==> config.mk <==
export PLATFORM = sky130hd
export DESIGN_NAME = icache_refill
export DESIGN_NICKNAME = d
export VERILOG_FILES = /design/src/rtl/icache_refill.sv
export SDC_FILE = /design/constraint.sdc
export NUM_CORES = 1
export LEC_CHECK = 0
export CAP_MARGIN = 25
export CORE_MARGIN = 4
export CORE_UTILIZATION = 54
export DETAILED_ROUTE_END_ITERATION = 7
export PLACE_DENSITY = 0.86
export SLEW_MARGIN = 10
export SYNTH_ARGS = -nofsm -noshare
export SYNTH_HDL_FRONTEND = slang
export SYNTH_SLANG_ARGS = --single-unit
==> constraint.sdc <==
create_clock -name clock -period 6.42 [get_ports clock]
set_input_delay 1.284 -clock clock [delete_from_list [all_inputs] [get_ports clock]]
set_output_delay 1.284 -clock clock [all_outputs]
set_load 0.01 [all_outputs]
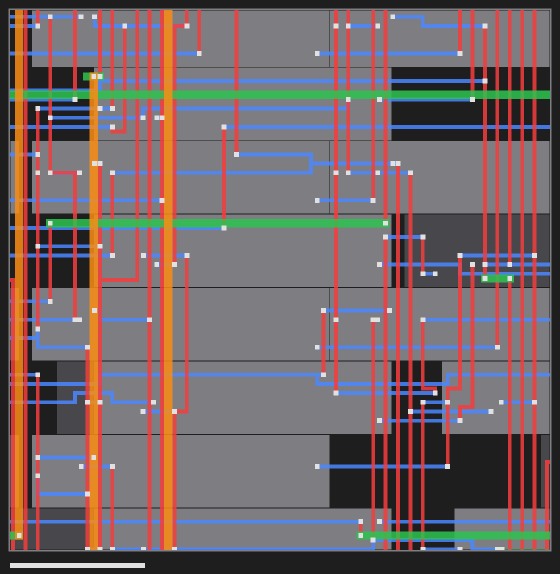
Figure 1: run 1, close-up of the layout.
The bar under the picture is 5 um long. Region (197, 197) to (217, 217) um. Cells in grey, sequential cells in the stronger grey; small squares are vias.
Key: red = M2; green = M3; orange = M4; blue = M1
Most frequent: edfxtp_1 (11). Sequential cells in the window: 11. 14 logic cells have their middle in the window.

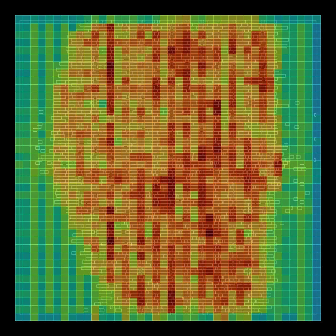
Figure 2: run 1, routing congestion.
met3 global-route usage: 0.0551
grt peak-use layer: met2
Finished Core Util: 0.623
M2 GR Usage: 0.438

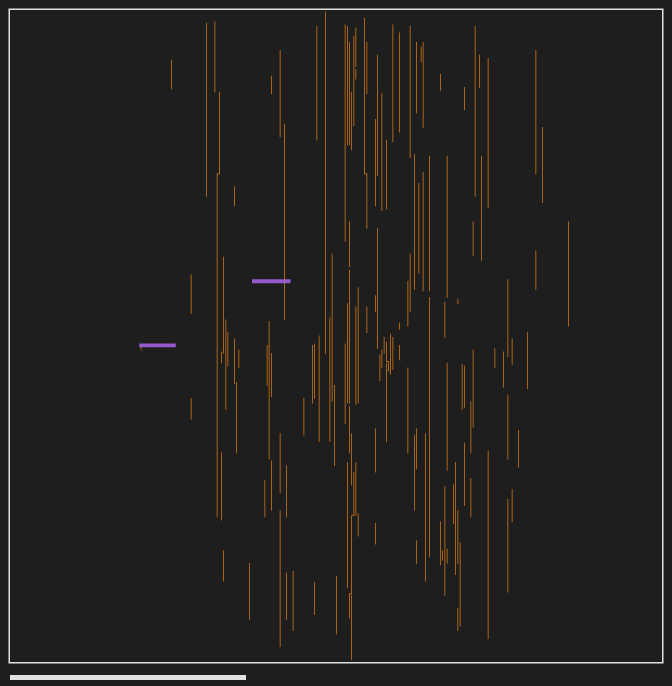
Figure 3: run 1, metal layers overlaid.
The bar under the picture is 100 um long. Two of the layers only.
Key: purple = M5 [wire length 28.5 um]; orange = M4 [wire length 4490 um]
global-route usage over all layers: 0.262
routed len/inst: 33.9 um
Vias: 20200

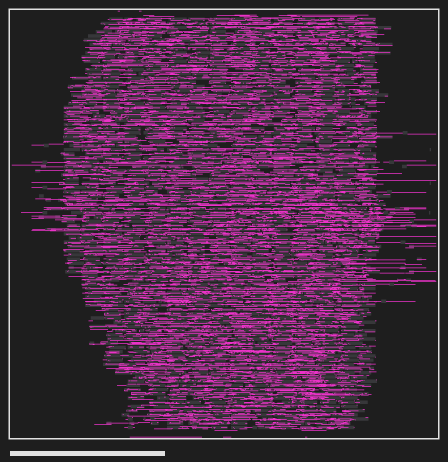
Figure 4: run 1, M1 wires.
The bar under the picture is 100 um long.
The wires run mostly horizontal. The layer holds 33% of the routed length. The layer carries 33.4 mm of wire. The longest straight run is 71.3 um. 1958 nets have wire on it.
met1 GRT Util: 0.335
WL final: 101000 um

==> deck_impl_summary.md, run 1 <==
Implementation Results

Power and ir drop
  • Max IR drop VDD: 0.229 mV
  • Power per cell area: 350 nW/um2
  • Overall Power: 15600 uW
  • Leakage Power: 0.0145 uW

Layout
  • Area grow syn2layout: 14.3%
  • Most numerous logic cells after layout: edfxtp_1 (912), mux4_2 (237), clkdlybuf4s50_1 (125)
  • Max reg flops: 512
  • Antenna cell count: 8
  • Register Area: 29400 um2
  • Final Instance Area: 44500 um2
  • Share of layout cells above drive strength 1: 0.267
  • Buffers, non-clock: 187
  • Final clock-cell share: 0.0654
  • Seq_cells: 994
  • Fill cells: 4317
  • Layout Cells excl Fill: 2968
  • Logic share of the area: 0.204
  • Comb_multi_in: 661
  • Most numerous logic cell after layout: edfxtp_1
  • Seq area share: 0.661
  • Clock buffers: 110

GRT
  • Number of antenna violations at the first check in global routing: 10
  • Largest net degree at the start of global routing: 81

Min path
  • Hold Path Class: reg -> reg
  • Hold depth: 1

CTS
  • CTS resizes: 0
  • CTS tree: built
  • Reg clk slew, reported paths: 0.06 ns
  • Clock net sink count: 994
  • Hold Buf Count CTS: 0
  • Latest clock arrival within the worst-skew pair: 0.65 ns
  • H-tree lvl count: 3
  • CTS Buffer Depth: 3
  • Num CTS Buffers: 87

Synthesis
  • Synth Seq Share: 0.756
  • Mean post-synth cell area: 22.2 um2
  • Synth warnings: 0
  • Post-synth top flop: edfxtp_1
  • Synth cell types: 63
  • Post-synth area hogs: edfxtp_1 (70%), mux4_2 (14%), dfrtp_1 (5.3%)
  • Synthesized netlist cell count: 1751
  • Synth top cells by count: edfxtp_1 (912), mux4_2 (237), dfrtp_1 (82)
  • Ys cells: 1751
  • Max-area cell share: 0.703
  • Yosys top cell by area: edfxtp_1
  • Mapped Area: 38900 um2

Final timing
  • Final clock skew: 0.0243 ns
  • Fmax: 194 MHz
  • Worst hold-check slack: 0.514 ns
  • Period Utilization, post-route: 0.802
  • Sum Neg Setup Slack: 0 ns
  • Worst slew margin: 0.302
  • Setup-failing EPs final: 0
  • Setup ws final: 1.27 ns
  • Minimum clock period: 5.15 ns
  • Worst-Margin Slew: 1.04 ns

Outcome
  • Outcome: completed

Setup path
  • Slowest cell on the critical path: nor4_2
  • Crit path buf inv count: 3
  • CP Launch Type: input port
  • Worst EP required: 6.94 ns
  • CP Capture Type: register
  • Crit-path max FO: 69
  • WP data arrival: 5.67 ns
  • Crit path cell chain: buf_6, buf_4, mux4_2, mux2i_1, mux2i_1, xnor2_1, nand3_1, or4_4, nor4_2, a21oi_4, buf_4, mux2_4
  • WP depth: 12
  • Critical path type: in -> reg
  • Reg2Reg Depth: 10
  • R2r setup slk: 2.27 ns
  • Crit-path leading delay family: buffers and inverters

Detailed routing
  • DRT antenna net count: 0
  • Drt drc: 0
  • Starting DRC count in detailed routing: 3033

Job
  • Maxcap violations: 0
  • Tool Warnings: 32

Placed design
  • Placed cell areas: 41500 um2
  • Gpl congestion: 0.801
  • I/O Buffers: 130

Floorplan
  • Number of top-level pins: 137
  • N_taps: 950
  • Core area: 71500 um2
  • Die W: 277 um
  • Die Span Y: 277 um
  • FP Util: 0.545
-- run 1: report_power, final --
group          internal (uW)  switching [uW]
sequential              7790             558
combinational            906             927
clock                   3050            2330
total                  11800            3810
-- run 1: cells by family (layout without fill, tap and decap cells) --
group           count (synthesis)  after routing  synth area share
flops                         994            994             0.756
mux                           407            407             0.187
simple gates                  124            124            0.0164
buf+inv                        98            355            0.0149
compound gates                 93             93            0.0179
xor+xnor                       30             30           0.00675
fa+ha+maj                       4              4           0.00129
other cells                     1             11         0.0000963
-- run 1: layer usage --
layer,wire length [um],vias to the layer above
li1,-,7693
met3,11200,309
met4,4490,4
met1,33400,10400
met2,51500,1772
met5,28,-
Figure 5. Signal metal coverage by tile (run 1).
28 x 28 tiles, from white (low) to dark blue (high), scaled to the fullest tile. Values are wire area over tile area, all layers added.
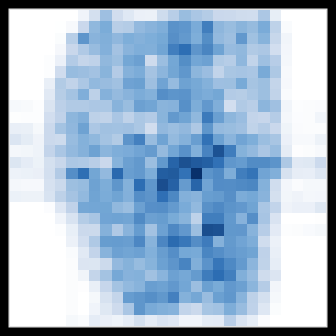

==> run 2: changes to the inputs <==
PLACE_DENSITY = 0.83   (was 0.86)
clock period = 4.8 ns   (was 6.42 ns; I/O delays follow)
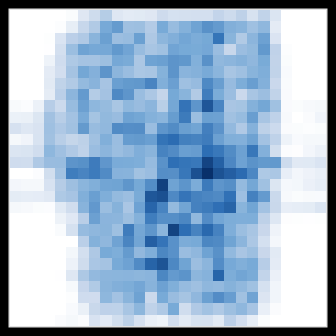
Figure 6: run 2, signal metal coverage by tile.
28 x 28 tiles, from white (low) to dark blue (high), scaled to the fullest tile. Values are wire area over tile area, all layers added.
The mean over all tiles is 0.21. The fullest tile reaches 0.65. The densest ninth of the die: centre. 20% of the tiles are nearly empty.
Vias: 19600
WL final: 94700 um

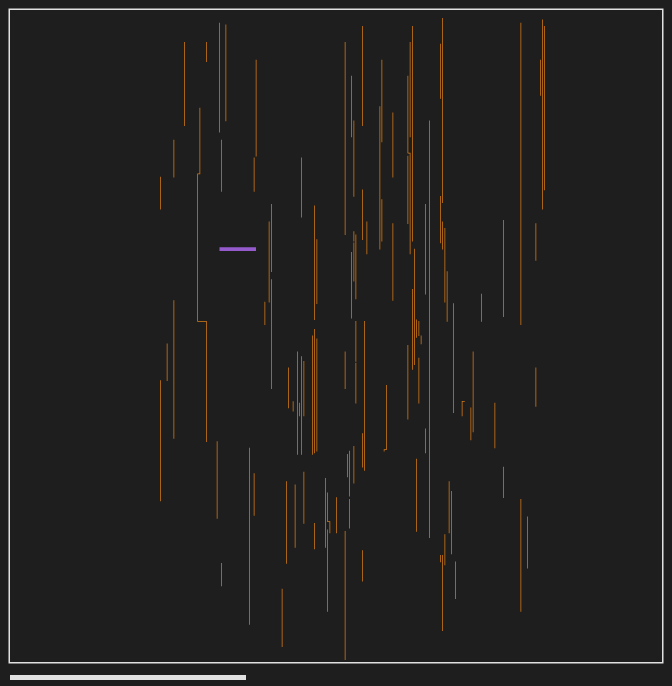
Figure 7: run 2, metal layers overlaid.
The bar under the picture is 100 um long. Two of the layers only.
Key: purple = M5 [wire length 13.8 um]; orange = M4 [wire length 3620 um]
routed len/inst: 31.8 um
global-route usage over all layers: 0.248

==> run 2 against run 1 <==
Non-clock buffer count is 8 higher. Area after synthesis is the same. Utilization up 0.11 points. Clock-buffer cell count rose by 23. Critical path depth decreased by 1. Design area up 0.18%. Setup slack worse by 0.99 ns. Hold slack lost 0.16 ns. Sequential share of layout area shrank 0.12 points. Cell count rose by 0.30%.
==> deck_impl_summary.md, run 2 <==
Implementation Results

Outcome
  • Outcome: completed

CTS
  • Reg clk slew, reported paths: 0.06 ns (about the same)
  • H-tree lvl count: 3 (unchanged)
  • CTS tree: built

Power and ir drop
  • Power per cell area: 461 nW/um2 (+32%)
  • Max IR drop VDD: 0.271 mV (+18%)
  • Clock Power Share: 0.338 (-0.008)
  • Sw Share: 0.246 (+0.000538)
  • Pint: 15500 uW (+32%)
  • Sequential share of power: 0.544 (+0.007)
  • Logic pwr share: 0.118 (about the same)
  • Overall Power: 20600 uW (+32%)

Floorplan
  • Die Span Y: 277 um (unchanged)
  • Core area: 71500 um2 (unchanged)
  • Die W: 277 um (unchanged)

Synthesis
  • Synthesized netlist cell count: 1751 (unchanged)
  • Post-synth area hogs: edfxtp_1 (70%), mux4_2 (14%), dfrtp_1 (5.3%)
  • Synth warnings: 0 (unchanged)
  • Synth cell types: 63 (unchanged)
  • Synth Seq Share: 0.756 (unchanged)
  • Complex Gates by Area: 0.0179 (unchanged)
  • Mean post-synth cell area: 22.2 um2 (unchanged)

Job
  • Maxcap violations: 0 (unchanged)

Detailed routing
  • Met3 WL post-DR: 9760 um (-13%)

Setup path
  • CP Capture Type: register
  • WP depth: 11 (-1)
  • Reg2Reg Depth: 10 (unchanged)
  • Slowest cell on the critical path: a2111oi_0
  • Crit path cell chain: buf_2, clkinv_2, a2111oi_0, or4_1, nand4b_1, a2111oi_0, nand4_1, nor3_4, nand2b_2, buf_12, mux2_1

Layout
  • Most numerous logic cell after layout: edfxtp_1
  • Finished Core Util: 0.624 (+0.00112)
  • Final Instance Area: 44600 um2 (+0.18%)
  • Max reg flops: 512 (unchanged)

GRT
  • Number of antenna violations at the first check in global routing: 7 (-3)

Final timing
  • Period Utilization, post-route: 0.942
  • Setup-failing EPs final: 0 (unchanged)
  • Worst slew margin: 0.347 (+0.0456)

Min path
  • Hold Path Class: in -> async
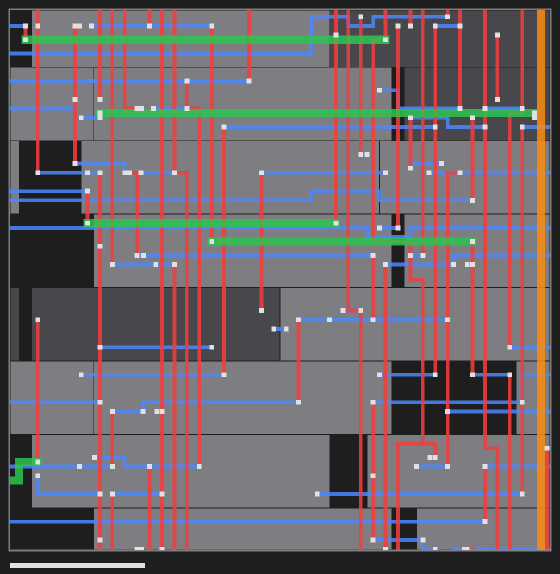
Figure 8: run 2, close-up of the layout.
The bar under the picture is 5 um long. Region (197, 197) to (217, 217) um. Cells in grey, sequential cells in the stronger grey; small squares are vias.
Key: green = M3; red = M2; orange = M4; blue = M1
13 logic cells have their middle in the window. Sequential cells in the window: 10. Most frequent: edfxtp_1 (10), mux4_2 (2), clkbuf_16 (1).

## run 2: power by group through the flow
stage / clock network, uW / registers [uW] / logic [uW]
finish: 6950 / 11200 / 2430
floorplan: 0 / 11200 / 1140
global placement: 0 / 11200 / 2320
CTS: 7000 / 11200 / 2430
global route: 7420 / 11300 / 2560
detailed placement: 0 / 11300 / 2370
## run 2: cell type report
type,count,area (um2)
clock buffers,133,2510
multi-input cells,661,9080
inverters,7,27.5
flip-flops and latches,994,29400
clock inverters,31,319
fillers,4329,26900
diodes,6,15.0
well taps,950,1190
repair buffers,195,2010
## run 2: per-layer routing
layer / GRT usage / vias to the layer above
li1: - / 7721
met1: 0.325 / 10200
met2: 0.414 / 1412
met3: 0.0513 / 250
met4: 0.0983 / 2
met5: 0 / -
Power figures rest on the tool's default switching activity, not on a simulated workload.
